$ cat src/rtl/pipe_ctrl.sv
// pipe_ctrl: hazard and sequencing controller for the 5-stage in-order core.
// Drives stall/flush/en of the four inter-stage slices (0 IF/ID, 1 ID/EX,
// 2 EX/MEM, 3 MEM/WB) and the PC load enable. Slice priority is
// flush > stall > en, and en=0 without stall/flush loads a bubble.
// Outputs are a combinational decode of the inputs plus {fsm, cnt, redirect_pend}.
module pipe_ctrl #(
    parameter int MDU_LAT = 4,
    parameter int CNT_W   = 3
) (
    input  logic       clk,
    input  logic       rst,
    input  logic       if_ready,
    input  logic       mem_ready,
    input  logic       id_rs1_ren,
    input  logic       id_rs2_ren,
    input  logic [4:0] id_rs1,
    input  logic [4:0] id_rs2,
    input  logic       ex_load,
    input  logic       ex_wen,
    input  logic [4:0] ex_rd,
    input  logic       ex_mdu,
    input  logic       ex_redirect,
    input  logic       wb_trap,
    output logic       pc_en,
    output logic [3:0] slice_en,
    output logic [3:0] slice_stall,
    output logic [3:0] slice_flush,
    output logic       mdu_busy
);

    typedef enum logic [0:0] {
        ST_RUN = 1'b0,
        ST_MDU = 1'b1
    } state_t;

    localparam logic [CNT_W-1:0] CNT_ZERO = CNT_W'(0);
    localparam logic [CNT_W-1:0] CNT_ONE  = CNT_W'(1);
    localparam logic [CNT_W-1:0] CNT_INIT = CNT_W'(MDU_LAT - 1);

    state_t           fsm_r;
    logic [CNT_W-1:0] cnt_r;
    logic             pend_r;

    logic             load_use_s;
    logic             mdu_wait_s;
    logic             pend_n_s;

    // Hazard detection: RAW on a load result still in EX, and MDU occupancy.
    always_comb begin
        load_use_s = ex_load && ex_wen && (ex_rd != 5'd0) &&
                     ((id_rs1_ren && (id_rs1 == ex_rd)) ||
                      (id_rs2_ren && (id_rs2 == ex_rd)));
        if (fsm_r == ST_RUN) begin
            mdu_wait_s = ex_mdu;
        end else begin
            mdu_wait_s = (cnt_r > CNT_ONE);
        end
    end

    // Priority decode of slice controls, PC enable and next redirect_pend.
    always_comb begin
        pc_en       = 1'b1;
        slice_en    = 4'b1111;
        slice_stall = 4'b0000;
        slice_flush = 4'b0000;
        pend_n_s    = pend_r;
        if (!rst) begin
            // Reset looks like RUN with every input low and no fetch result.
            pc_en    = 1'b0;
            slice_en = 4'b1110;
            pend_n_s = 1'b0;
        end else if (wb_trap) begin
            slice_flush = 4'b1111;
            pend_n_s    = 1'b0;
        end else if (!mem_ready) begin
            // Redirect is masked here; EX holds so it is seen again later.
            slice_stall = 4'b0111;
            slice_en    = 4'b0111;
            pc_en       = 1'b0;
        end else if (mdu_wait_s) begin
            slice_stall = 4'b0011;
            slice_en    = 4'b1011;
            pc_en       = 1'b0;
        end else if (ex_redirect) begin
            // A fetch still outstanding belongs to the wrong path.
            slice_flush = 4'b0011;
            pend_n_s    = pend_r || !if_ready;
        end else if (pend_r && if_ready) begin
            // Stale fetch arrived: drop it, PC now advances from the target.
            slice_flush = 4'b0001;
            pend_n_s    = 1'b0;
        end else if (load_use_s) begin
            slice_stall = 4'b0001;
            slice_flush = 4'b0010;
            pc_en       = 1'b0;
        end else if (!if_ready) begin
            slice_en = 4'b1110;
            pc_en    = 1'b0;
        end else begin
            pc_en = 1'b1;
        end
    end

    assign mdu_busy = rst && (fsm_r == ST_MDU);

    // MDU sequencing FSM with countdown, plus the pending-redirect flag.
    always_ff @(posedge clk or negedge rst) begin
        if (!rst) begin
            fsm_r  <= ST_RUN;
            cnt_r  <= CNT_ZERO;
            pend_r <= 1'b0;
        end else begin
            pend_r <= pend_n_s;
            if (wb_trap) begin
                fsm_r <= ST_RUN;
                cnt_r <= CNT_ZERO;
            end else begin
                case (fsm_r)
                    ST_RUN: begin
                        if (ex_mdu) begin
                            fsm_r <= ST_MDU;
                            cnt_r <= CNT_INIT;
                        end else begin
                            fsm_r <= ST_RUN;
                            cnt_r <= CNT_ZERO;
                        end
                    end
                    ST_MDU: begin
                        if (cnt_r > CNT_ONE) begin
                            cnt_r <= cnt_r - CNT_ONE;
                        end else if (mem_ready) begin
                            fsm_r <= ST_RUN;
                            cnt_r <= CNT_ZERO;
                        end else begin
                            cnt_r <= CNT_ONE;
                        end
                    end
                    default: begin
                        fsm_r <= ST_RUN;
                        cnt_r <= CNT_ZERO;
                    end
                endcase
            end
        end
    end

endmodule

$ cat config.mk
export PLATFORM = sky130hd
export DESIGN_NAME = pipe_ctrl
export DESIGN_NICKNAME = d
export VERILOG_FILES = /design/src/rtl/pipe_ctrl.sv
export SDC_FILE = /design/constraint.sdc
export NUM_CORES = 1
export LEC_CHECK = 0
export CORE_UTILIZATION = 37
export CTS_CLUSTER_SIZE = 30
export DETAILED_ROUTE_END_ITERATION = 16
export PLACE_DENSITY = 0.88
export SKIP_CTS_REPAIR_TIMING = 1
export SLEW_MARGIN = 30
export SYNTH_ARGS = -nofsm -noshare
export SYNTH_HDL_FRONTEND = slang
export SYNTH_SLANG_ARGS = --single-unit
export TNS_END_PERCENT = 20
$ cat constraint.sdc
create_clock -name clk -period 3.9 [get_ports clk]
set_clock_uncertainty 0.15 [all_clocks]
set_input_delay 0.78 -clock clk [delete_from_list [all_inputs] [get_ports clk]]
set_output_delay 0.78 -clock clk [all_outputs]
set_load 0.1 [all_outputs]
Fig. 1: run 1, routing congestion
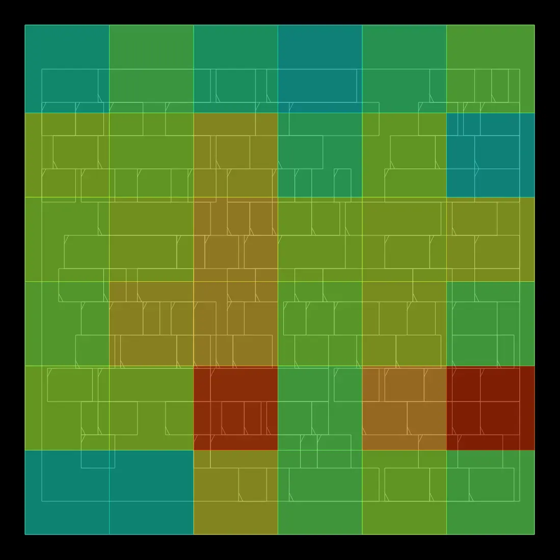
met1 usage in global routing: 20.2%
GRT Util Overall: 20.7%
wire length per cell: 13.1 µm
GR Util met2: 36.6%
Most Used Layer, Global Route: met2

Fig. 2: run 1, wiring heat map
The bar under the picture is 10 µm long. 8 x 8 tiles, from dark purple (low) to yellow (high), scaled to the fullest tile. Values are wire area over tile area, all layers added.
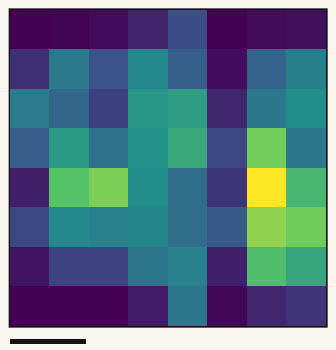
emptiest ninth of the die: bottom left
mean over tiles: 0.16
densest ninth of the die: right middle
tiles over half the peak: 22%
fullest tile: 0.48

==> impl_metrics.env, run 1 <==
# yosys + openroad results
export IMPL_status="finished, final reports clean"
export IMPL_dr_wl_met3_um=177
export IMPL_sh_comb_area_pct=40.2
export IMPL_cts_clk_slew_worst_paths_ns=0.04
export IMPL_place_congestion=0.768
export IMPL_n_all_inverters=5
export IMPL_ff_type="dfrtp_1"
export IMPL_p_int_uw=163
export IMPL_arrival_ns=2.59
export IMPL_logic_gate_count=56
export IMPL_drtIter0Drc=17
export IMPL_top_area_cell="dfrtp_1"
export IMPL_slowest_delay_ns=0.50
export IMPL_slew_violations=0
export IMPL_final_hold_viol_count=0
export IMPL_path_buffers=2
export IMPL_yosys_warnings=0
export IMPL_ff_count=5
export IMPL_edf_count=0
export IMPL_antenna_found_initial=0
export IMPL_sw_frac_of_total_pct=44.3
export IMPL_final_clk_cell_share_pct=2.52
export IMPL_gr_usage_met3_pct=7.39
export IMPL_path_delay_family="AND-OR/OR-AND gates"
export IMPL_dr_total_vias=664
export IMPL_period_used_pct=90.3
export IMPL_combGateArea_um2=419
export IMPL_aoi_share_pct=30.0
export IMPL_synthCells=69
export IMPL_setup_worst_path_class="in2out"
export IMPL_hold_depth=2
export IMPL_mostFrequentLayoutCells="25 x clkdlybuf4s50_1, 11 x xnor2_1, 7 x buf_12"
export IMPL_wirelength_met1_um=555
export IMPL_min_to="pend_r"
export IMPL_num_nonclk_buffers=38
export IMPL_ir_worst_vdd_mv=0.208
export IMPL_drv_cap=0
export IMPL_core_area_um2=1380
export IMPL_pg_clk_uw=60.1
export IMPL_die_w_um=41.7
export IMPL_whs_ns=0.457
export IMPL_sh_seq_area_pct=12.0
export IMPL_syn_avg_cell_area_um2=8.45
export IMPL_ys_chip_area_um2=583
export IMPL_worstSkewPairLatency_ns=0.24
export IMPL_ys_async_sr_fraction_pct=100
export IMPL_dp_cells=119
export IMPL_fin_util_pct=75.5
export IMPL_rsz0062_at_grt="no"
export IMPL_drc=0
export IMPL_n_clock_buffer=4
export IMPL_dr_pass1_iters=4
export IMPL_dr_wl_met2_um=830
export IMPL_cts_root_buf="clkbuf_4"
export IMPL_power_frac_clock_pct=20.5
export IMPL_powerDensity_nw_per_um2=280
export IMPL_crit_path_end="slice_en[0]"
export IMPL_seq_power_share_pct=20.3
export IMPL_pg_seq_uw=59.5
export IMPL_buf_share_pct=41.7
export IMPL_io_buffers=37
export IMPL_grt_overflow=0
export IMPL_synth_top_area_share_pct=21.5
export IMPL_mux_area_share_pct=1.72
export IMPL_clockBufferDepth=2
export IMPL_adder_share_pct=4.29
export IMPL_combPwrFrac_pct=59.1
export IMPL_grt_pass1_vias=666
export IMPL_postSynthSeqShare_pct=21.5
export IMPL_numSynthFlops=5
export IMPL_comb_power_uw=173
export IMPL_topRoutingLayerUsed="met4"
export IMPL_n_fill_cell=97
export IMPL_pre_cts_ws_ns=0.397
export IMPL_top_cells_by_count="11 x xnor2_1, 5 x a21oi_1, 5 x dfrtp_1, 5 x nor2_1, 4 x inv_1"
export IMPL_grt_pass1_wl_um=2790
export IMPL_r2r_start="cnt_r[0]"
export IMPL_die_h_um=41.7
export IMPL_p_leak_nw=0.417
export IMPL_crit_chain="clkdlybuf4s50_1 -> xnor2_1 -> nand4_1 -> o22ai_1 -> a21oi_2 -> a21boi_1 -> buf_12"
export IMPL_period_needed_ns=3.52
export IMPL_wirelength_um=1610
export IMPL_cts_made_buffers=3
export IMPL_viasPerCell=5.40
export IMPL_cts_tree="yes"
export IMPL_ys_sh_xor_pct=16.5
export IMPL_grt_max_degree=9
export IMPL_r2r_slack_ns=2.20
export IMPL_warnings=27
export IMPL_power_switching_uw=130
Fig. 3: run 1, cell sizes after repair
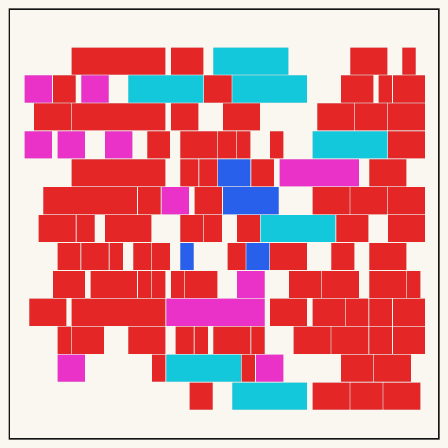
| size | colour | cells |
|---|---|---|
| x1 and smaller | red | 86 |
| x6 and larger | cyan | 7 |
| x2 | blue | 4 |
| x3 and x4 | magenta | 11 |
final instance area: 1040 µm²
synth-to-layout area growth: 79.0%
fin worst setup slack: 0.377 ns

==> run 2, diff against run 1 <==
--- a/config.mk
+++ b/config.mk
@@ -5,10 +5,12 @@
 export SDC_FILE = /design/constraint.sdc
 export NUM_CORES = 1
 export LEC_CHECK = 0
+export CAP_MARGIN = 20
 export CORE_UTILIZATION = 37
 export CTS_CLUSTER_SIZE = 30
 export DETAILED_ROUTE_END_ITERATION = 16
 export PLACE_DENSITY = 0.88
+export REMOVE_ABC_BUFFERS = 1
 export SKIP_CTS_REPAIR_TIMING = 1
 export SLEW_MARGIN = 30
 export SYNTH_ARGS = -nofsm -noshare
==> constraint.sdc (replaced) <==
create_clock -name clk -period 3.9 [get_ports clk]
set_clock_uncertainty 0.15 [all_clocks]
set_input_delay 0.78 -clock clk [delete_from_list [all_inputs] [get_ports clk]]
set_output_delay 0.78 -clock clk [all_outputs]
set_load 0.01 [all_outputs]
Fig. 4: run 2, routing congestion
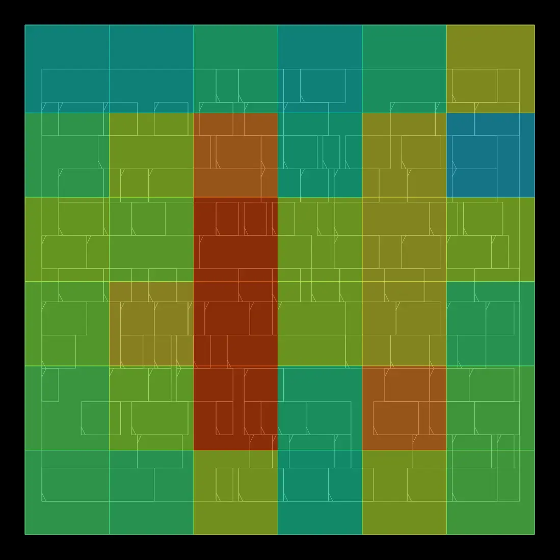
wire length per cell: 12.4 µm
met3 Usage GRT: 5.65%
GRT Util Overall: 19.1%
Final Util: 71.7%
GR Util met2: 35.9%

Fig. 5: run 2, wiring heat map
The bar under the picture is 10 µm long. 8 x 8 tiles, from dark purple (low) to yellow (high), scaled to the fullest tile. Values are wire area over tile area, all layers added.
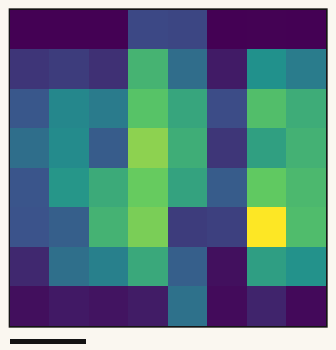
fullest tile: 0.40
emptiest ninth of the die: top left
mean over tiles: 0.14
tiles over half the peak: 36%
nearly empty tiles: 9.4%
vias: 628
final wirelength: 1540 µm

==> run 2 against run 1 <==
Compared with the run above:
- fmax fell by 6.2%
- worst hold slack got worse by 0.033 ns
- first-iteration DRC count shrank 88%
- wire length is 4.3% lower
- area after synthesis stayed put
- non-clock buffer count increased by 1
- critical path depth unchanged
- critical endpoint unchanged
- highest routed layer is now met3
==> impl_metrics.env, run 2 <==
# yosys + openroad results
export IMPL_postSynthSeqShare_pct=21.5
export IMPL_powerDensity_nw_per_um2=225
export IMPL_cts_made_buffers=3
export IMPL_num_nonclk_buffers=39
export IMPL_whs_ns=0.424
export IMPL_core_area_um2=1380
export IMPL_cts_root_buf="clkbuf_4"
export IMPL_hold_depth=2
export IMPL_dr_wl_met2_um=785
export IMPL_top_area_cell="dfrtp_1"
export IMPL_ys_async_sr_fraction_pct=100
export IMPL_r2r_slack_ns=2.20
export IMPL_dp_cells=120
export IMPL_combGateArea_um2=417
export IMPL_sh_seq_area_pct=12.6
export IMPL_setup_worst_path_class="in2out"
export IMPL_warnings=26
export IMPL_final_setup_worst_slack_ns=0.145
export IMPL_aoi_share_pct=30.0
export IMPL_arrival_ns=2.82
export IMPL_crit_chain="clkdlybuf4s50_1 -> xnor2_1 -> nand4_1 -> o22ai_1 -> a21oi_2 -> a21boi_1 -> clkdlybuf4s50_1"
export IMPL_wirelength_met1_um=616
export IMPL_area_delta_synth_final_pct=70.0
export IMPL_numSynthFlops=5
export IMPL_grt_max_degree=12
export IMPL_place_congestion=0.763
export IMPL_sh_comb_area_pct=42.0
export IMPL_top_cells_by_count="11 x xnor2_1, 5 x a21oi_1, 5 x dfrtp_1, 5 x nor2_1, 4 x inv_1"
export IMPL_cts_tree="yes"
export IMPL_slowest_delay_ns=0.58
export IMPL_drv_cap=0
export IMPL_power_frac_clock_pct=26.6
export IMPL_period_used_pct=96.3
export IMPL_ff_count=5
export IMPL_yosys_warnings=0
export IMPL_status="finished, final reports clean"
export IMPL_crit_path_end="slice_en[0]"
export IMPL_synthCells=69
export IMPL_dr_wl_met3_um=136
export IMPL_topRoutingLayerUsed="met3"
export IMPL_io_buffers=37
export IMPL_r2r_start="cnt_r[0]"
export IMPL_adder_share_pct=4.29
export IMPL_drtIter0Drc=2
export IMPL_ys_chip_area_um2=583
export IMPL_syn_avg_cell_area_um2=8.45
export IMPL_final_cell_area_um2=991
export IMPL_pg_clk_uw=59.3
export IMPL_antenna_found_initial=0
export IMPL_logic_gate_count=56
export IMPL_pg_seq_uw=59.5
export IMPL_n_all_inverters=5
export IMPL_comb_power_uw=104
export IMPL_path_delay_family="buffers and inverters"
